==> src/rtl/ofm_axi_write_master.sv <==
// ofm_axi_write_master
// ---------------------------------------------------------------------------
// AXI4 write master for the output-feature-map path. It accepts one write
// request (base + offset, byte size) and moves the engine's 512-bit OFM stream
// to memory as a series of INCR bursts. Each burst is limited to MAX_BURST_LEN
// beats and never crosses a 4 KB page. Only one burst is in flight at a time.
// The W channel is a combinational pass-through of the stream.
//
// Ports
//   clk, rst_n                  clock, asynchronous active-low reset
//   req                         start request (accepted only when idle)
//   addr_base, addr_offset      destination = base + offset (64-byte aligned)
//   xfer_size                   byte count, multiple of 64
//   done                        one-cycle pulse after the final write response
//   busy                        high whenever a transfer is in progress
//   err                         sticky, set by any non-OKAY BRESP; cleared on req
//   s_tvalid/s_tready/s_tdata   OFM stream slave
//   m_axi_aw*, m_axi_w*, m_axi_b*   AXI4 write channels
// ---------------------------------------------------------------------------
module ofm_axi_write_master #(
    parameter int ADDR_WIDTH    = 64,
    parameter int DATA_WIDTH    = 512,
    parameter int MAX_BURST_LEN = 64
) (
    input  logic                    clk,
    input  logic                    rst_n,
    input  logic                    req,
    input  logic [ADDR_WIDTH-1:0]   addr_base,
    input  logic [ADDR_WIDTH-1:0]   addr_offset,
    input  logic [63:0]             xfer_size,
    output logic                    done,
    output logic                    busy,
    output logic                    err,
    input  logic                    s_tvalid,
    output logic                    s_tready,
    input  logic [DATA_WIDTH-1:0]   s_tdata,
    output logic                    m_axi_awvalid,
    input  logic                    m_axi_awready,
    output logic [ADDR_WIDTH-1:0]   m_axi_awaddr,
    output logic [7:0]              m_axi_awlen,
    output logic [2:0]              m_axi_awsize,
    output logic [1:0]              m_axi_awburst,
    output logic                    m_axi_wvalid,
    input  logic                    m_axi_wready,
    output logic [DATA_WIDTH-1:0]   m_axi_wdata,
    output logic [DATA_WIDTH/8-1:0] m_axi_wstrb,
    output logic                    m_axi_wlast,
    input  logic                    m_axi_bvalid,
    output logic                    m_axi_bready,
    input  logic [1:0]              m_axi_bresp
);

    localparam logic [2:0] S_IDLE = 3'd0;
    localparam logic [2:0] S_CALC = 3'd1;
    localparam logic [2:0] S_AW   = 3'd2;
    localparam logic [2:0] S_W    = 3'd3;
    localparam logic [2:0] S_B    = 3'd4;
    localparam logic [2:0] S_DONE = 3'd5;

    logic [2:0]            r_state;
    logic [ADDR_WIDTH-1:0] r_addr;        // start address of the next burst
    logic [63:0]           r_beats_left;  // beats not yet covered by a burst
    logic [8:0]            r_len;         // beats in the current burst (1..256)
    logic [8:0]            r_beat_cnt;    // beats accepted in the current burst
    logic [ADDR_WIDTH-1:0] r_awaddr;
    logic [7:0]            r_awlen;
    logic                  r_err;

    logic [12:0]           w_room_bytes;
    logic [6:0]            w_room_beats;
    logic [8:0]            w_len;
    logic                  w_w_hs;
    logic                  w_last_beat;
    logic                  w_unused_size_lsbs;

    // Byte size is a multiple of 64, so its low bits carry no information.
    assign w_unused_size_lsbs = ^xfer_size[5:0];

    // Bytes left before the next 4 KB page; with a 64-byte aligned address
    // this is 64..4096, i.e. 1..64 beats.
    assign w_room_bytes = 13'd4096 - {1'b0, r_addr[11:0]};
    assign w_room_beats = w_room_bytes[12:6];

    // Burst length = min(beats_left, MAX_BURST_LEN, beats to page end).
    // NOTE: every combinational output gets a default first so no path can
    // leave it unassigned and infer a latch.
    always_comb begin
        w_len = 9'(MAX_BURST_LEN);
        if ({2'b00, w_room_beats} < w_len) begin
            w_len = {2'b00, w_room_beats};
        end
        if (r_beats_left < {55'd0, w_len}) begin
            w_len = r_beats_left[8:0];
        end
    end

    assign w_w_hs      = (r_state == S_W) && s_tvalid && m_axi_wready;
    assign w_last_beat = (r_beat_cnt == (r_len - 9'd1));

    // NOTE: all state updates use non-blocking assignments so every register
    // samples the pre-edge values of the others, matching the hardware.
    always_ff @(posedge clk or negedge rst_n) begin
        if (!rst_n) begin
            r_state      <= S_IDLE;
            r_addr       <= '0;
            r_beats_left <= '0;
            r_len        <= '0;
            r_beat_cnt   <= '0;
            r_awaddr     <= '0;
            r_awlen      <= '0;
            r_err        <= 1'b0;
        end else begin
            case (r_state)
                S_IDLE: begin
                    if (req) begin
                        r_addr       <= addr_base + addr_offset;
                        r_beats_left <= {6'd0, xfer_size[63:6]};
                        r_err        <= 1'b0;
                        r_state      <= S_CALC;
                    end
                end
                S_CALC: begin
                    if (r_beats_left == 64'd0) begin
                        r_state <= S_DONE;
                    end else begin
                        r_len    <= w_len;
                        r_awaddr <= r_addr;
                        r_awlen  <= 8'(w_len - 9'd1);
                        r_state  <= S_AW;
                    end
                end
                S_AW: begin
                    if (m_axi_awready) begin
                        r_beat_cnt <= '0;
                        r_state    <= S_W;
                    end
                end
                S_W: begin
                    if (w_w_hs) begin
                        r_beat_cnt <= r_beat_cnt + 9'd1;
                        if (w_last_beat) begin
                            r_state <= S_B;
                        end
                    end
                end
                S_B: begin
                    if (m_axi_bvalid) begin
                        r_err        <= r_err | (m_axi_bresp != 2'b00);
                        r_addr       <= r_addr + {{(ADDR_WIDTH-15){1'b0}}, r_len, 6'd0};
                        r_beats_left <= r_beats_left - {55'd0, r_len};
                        r_state      <= S_CALC;
                    end
                end
                S_DONE: begin
                    r_state <= S_IDLE;
                end
                default: begin
                    r_state <= S_IDLE;
                end
            endcase
        end
    end

    // Control outputs decode straight from the state, so they are all low in
    // reset and the W channel adds no latency to the stream.
    assign busy          = (r_state != S_IDLE);
    assign done          = (r_state == S_DONE);
    assign err           = r_err;

    assign m_axi_awvalid = (r_state == S_AW);
    assign m_axi_awaddr  = r_awaddr;
    assign m_axi_awlen   = r_awlen;
    assign m_axi_awsize  = 3'd6;
    assign m_axi_awburst = 2'b01;

    assign m_axi_wvalid  = (r_state == S_W) && s_tvalid;
    assign s_tready      = (r_state == S_W) && m_axi_wready;
    assign m_axi_wlast   = (r_state == S_W) && w_last_beat;
    assign m_axi_wdata   = s_tdata;
    assign m_axi_wstrb   = '1;

    assign m_axi_bready  = (r_state == S_B);

endmodule
==> config.mk <==
export PLATFORM = sky130hd
export DESIGN_NAME = ofm_axi_write_master
export DESIGN_NICKNAME = d
export VERILOG_FILES = /design/src/rtl/ofm_axi_write_master.sv
export SDC_FILE = /design/constraint.sdc
export NUM_CORES = 1
export LEC_CHECK = 0
export CAP_MARGIN = 20
export CORE_AREA = 2 2 539 541
export CTS_BUF_LIST = sky130_fd_sc_hd__clkbuf_4
export DETAILED_ROUTE_END_ITERATION = 12
export DIE_AREA = 0 0 541 543
export RECOVER_POWER = 25
export REMOVE_ABC_BUFFERS = 1
export SLEW_MARGIN = 0
export SYNTH_ARGS = -nofsm -noshare
export SYNTH_HDL_FRONTEND = slang
export SYNTH_SLANG_ARGS = --single-unit
==> constraint.sdc <==
create_clock -name clk -period 8.2 [get_ports clk]
set_input_delay 1.23 -clock clk [delete_from_list [all_inputs] [get_ports clk]]
set_output_delay 1.23 -clock clk [all_outputs]
set_load 0.1 [all_outputs]
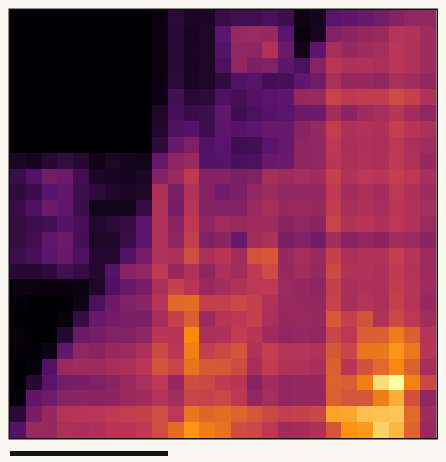
*Wire density map*
The bar under the picture is 200 um long. 27 x 27 tiles, from black (low) to pale yellow (high), scaled to the fullest tile. Values are wire area over tile area, all layers added.
nearly empty tiles: 13%
mean over tiles: 0.31
densest ninth of the die: south-east
fullest tile: 0.92
final wirelength: 412 mm
via count: 20015
All-Layer GR Usage: 0.272
routed len/inst: 65.9 um

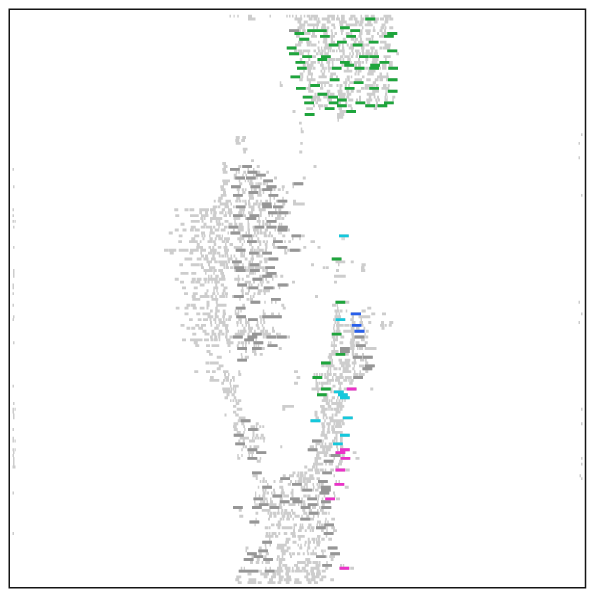
*Register map, names as in the netlist*
| color | signal | flops |
|---|---|---|
| magenta | `m_axi_awlen` | 8 |
| blue | `r_state` | 3 |
| cyan | `r_len` | 9 |
| green | `r_beats_left` | 64 |
final core utilization: 0.0851
Sequential Power: 2.12 mW
register area: 0.00556 mm^2
Seq area share: 0.227

==> results.ini <==
[yosys]
yosysTopAreaCell=dfrtp_1
topCellsByArea=dfrtp_1 27%, buf_4 21%, nand2_1 6.9%
ys_ff=222
synth_seq_share=0.269
synthFlopType=dfrtp_1
synth-edff-count=0
simple_gate_area_frac=0.187
ys_chip_area_mm2=0.0207

[final_timing]
fin_tns_setup_ns=0
setup_viol=0
relSlewSlack=-1.97
fmax_mhz=180
min_period_ns=5.55
drv_slew=122

[die]
ios=1374
die_height_um=543
core_mm2=0.287

[cells_and_area]
clkbuf_count=72
combGateArea_mm2=0.0104
buffer_area_frac=0.114
logic_gates=1779
nFillCells=33705

[clocking]
clock_latency_ns=0.86
cts_max_level=2
cts_hold_buf=0
cts-root-buf=clkbuf_4
cts_tree=done

[status]
violations=max-capacitance violations, max-slew violations
status=finished, violations left

[min_path]
min_path_type=reg -> reg
hold_depth=2
min_to=m_axi_awlen[3]$_DFFE_PN0P_

[flow_run]
max_cap_violations=2

[pwr]
ir_worst_vdd_mv=0.135
powerDensity_mw_per_mm2=313

[critical_path]
r2r-start=r_addr[2]$_DFFE_PN0P_
arrival_ns=6.23
path_delay_family=simple AND/OR/NAND/NOR gates
cp_slowest_cell=nor4_1
cp_max_fo=14

[global_routing]
antenna_found_initial=95
met3_usage=0.423
busiest_layer=met2

[drt]
ant_nets=0
vias_per_cell=3.20

[placement]
port_buffers=274
hpwl_mm=393

-- per-stage QoR --
step | hold slack [ns] | utilization | instance area (um^2) | total power [mW] | instances
after floorplan | 0.449 | - | 16100 | 5.07 | 2064
after global placement | 0.455 | 0.0824 | 23700 | 6.59 | 6139
after detailed placement | 0.461 | 0.0824 | 23700 | 6.62 | 6140
after CTS | 0.300 | 0.0850 | 24400 | 7.76 | 6236
after global routing | 0.492 | 0.0851 | 24400 | 8.11 | 6247
final | 0.473 | 0.0851 | 24500 | 7.66 | 6253
-- placed cells by master, fill, tap and decap left out, drive strengths merged, types with 7 or more instances in the layout --
| master | count |
|---|---|
| nor3 | 60 |
| inv | 63 |
| o22a | 13 |
| a2bb2oi | 15 |
| o21ai | 170 |
| xor2 | 47 |
| and2 | 12 |
| clkdlybuf4s50 | 229 |
| a21oi | 223 |
| a21o | 57 |
| nand4 | 39 |
| nor2 | 160 |
| o31ai | 11 |
| nand4b | 7 |
| ha | 90 |
| nand3 | 63 |
| dfrtp | 222 |
| clkbuf | 74 |
| buf | 64 |
| mux2i | 10 |
| o311ai | 7 |
| and3 | 30 |
| o21bai | 17 |
| a31oi | 28 |
| clkinv | 20 |
| nor4 | 21 |
| a211oi | 12 |
| diode | 17 |
| a21boi | 10 |
| nand2b | 8 |
| o21a | 14 |
| or3 | 20 |
| nand2 | 384 |
| o22ai | 40 |
| nor2b | 13 |
| xnor2 | 46 |
| conb | 69 |
-- cell usage after synthesis (12+ instances only) --
cell and count:
buf_4 583, nand2_1 383, a21oi_1 223, dfrtp_1 222
o21ai_0 167, nor2_1 159, clkbuf_1 93, ha_1 90
inv_1 63, nand3_1 63, nor3_1 58, a21o_1 57
xor2_1 47, xnor2_1 46, o22ai_1 40, nand4_1 39
and3_1 30, a31oi_1 28, nor4_1 19, o21bai_1 17
or3_1 16, a2bb2oi_1 15, o21a_1 14, nor2b_1 13
o22a_1 13, a211oi_1 12
-- metal layers --
metal	up-vias	share of wire
li1	8181	-
met1	8764	0.089
met2	2488	0.50
met3	424	0.33
met4	158	0.072
met5	-	0.0088
-- state kept, by name (all words and copies together), names as in the netlist --
name          flops
err               1
r_addr           64
r_len             9
m_axi_awlen       8
m_axi_awaddr     64
r_beats_left     64
r_beat_cnt        9
r_state           3
-- power breakdown --
part           switching, mW  internal [mW]
sequential             0.542           1.58
clock                  0.579          0.534
combinational           3.24           1.19
-- how the worst max path moves through the flow --
stage | endpoint | start | cells after the start | slack [ns]
final | m_axi_awlen[6]$_DFFE_PN0P_ | r_addr[2]$_DFFE_PN0P_ | 18 | 2.65
after detailed placement | r_addr[62]$_DFFE_PN0P_ | addr_base[0] | 14 | 2.09
after CTS | m_axi_awlen[6]$_DFFE_PN0P_ | r_addr[2]$_DFFE_PN0P_ | 18 | 2.74
after global routing | m_axi_awaddr[2]$_DFFE_PN0P_ | rst_n | 2 | 2.01
after global placement | r_addr[62]$_DFFE_PN0P_ | addr_base[0] | 14 | 2.07
after floorplan | r_len[0]$_DFFE_PN0P_ | r_state[2]$_DFFE_PN0P_ | 3 | 1.23
No activity file was given, so power comes from the tool's default toggle rates.
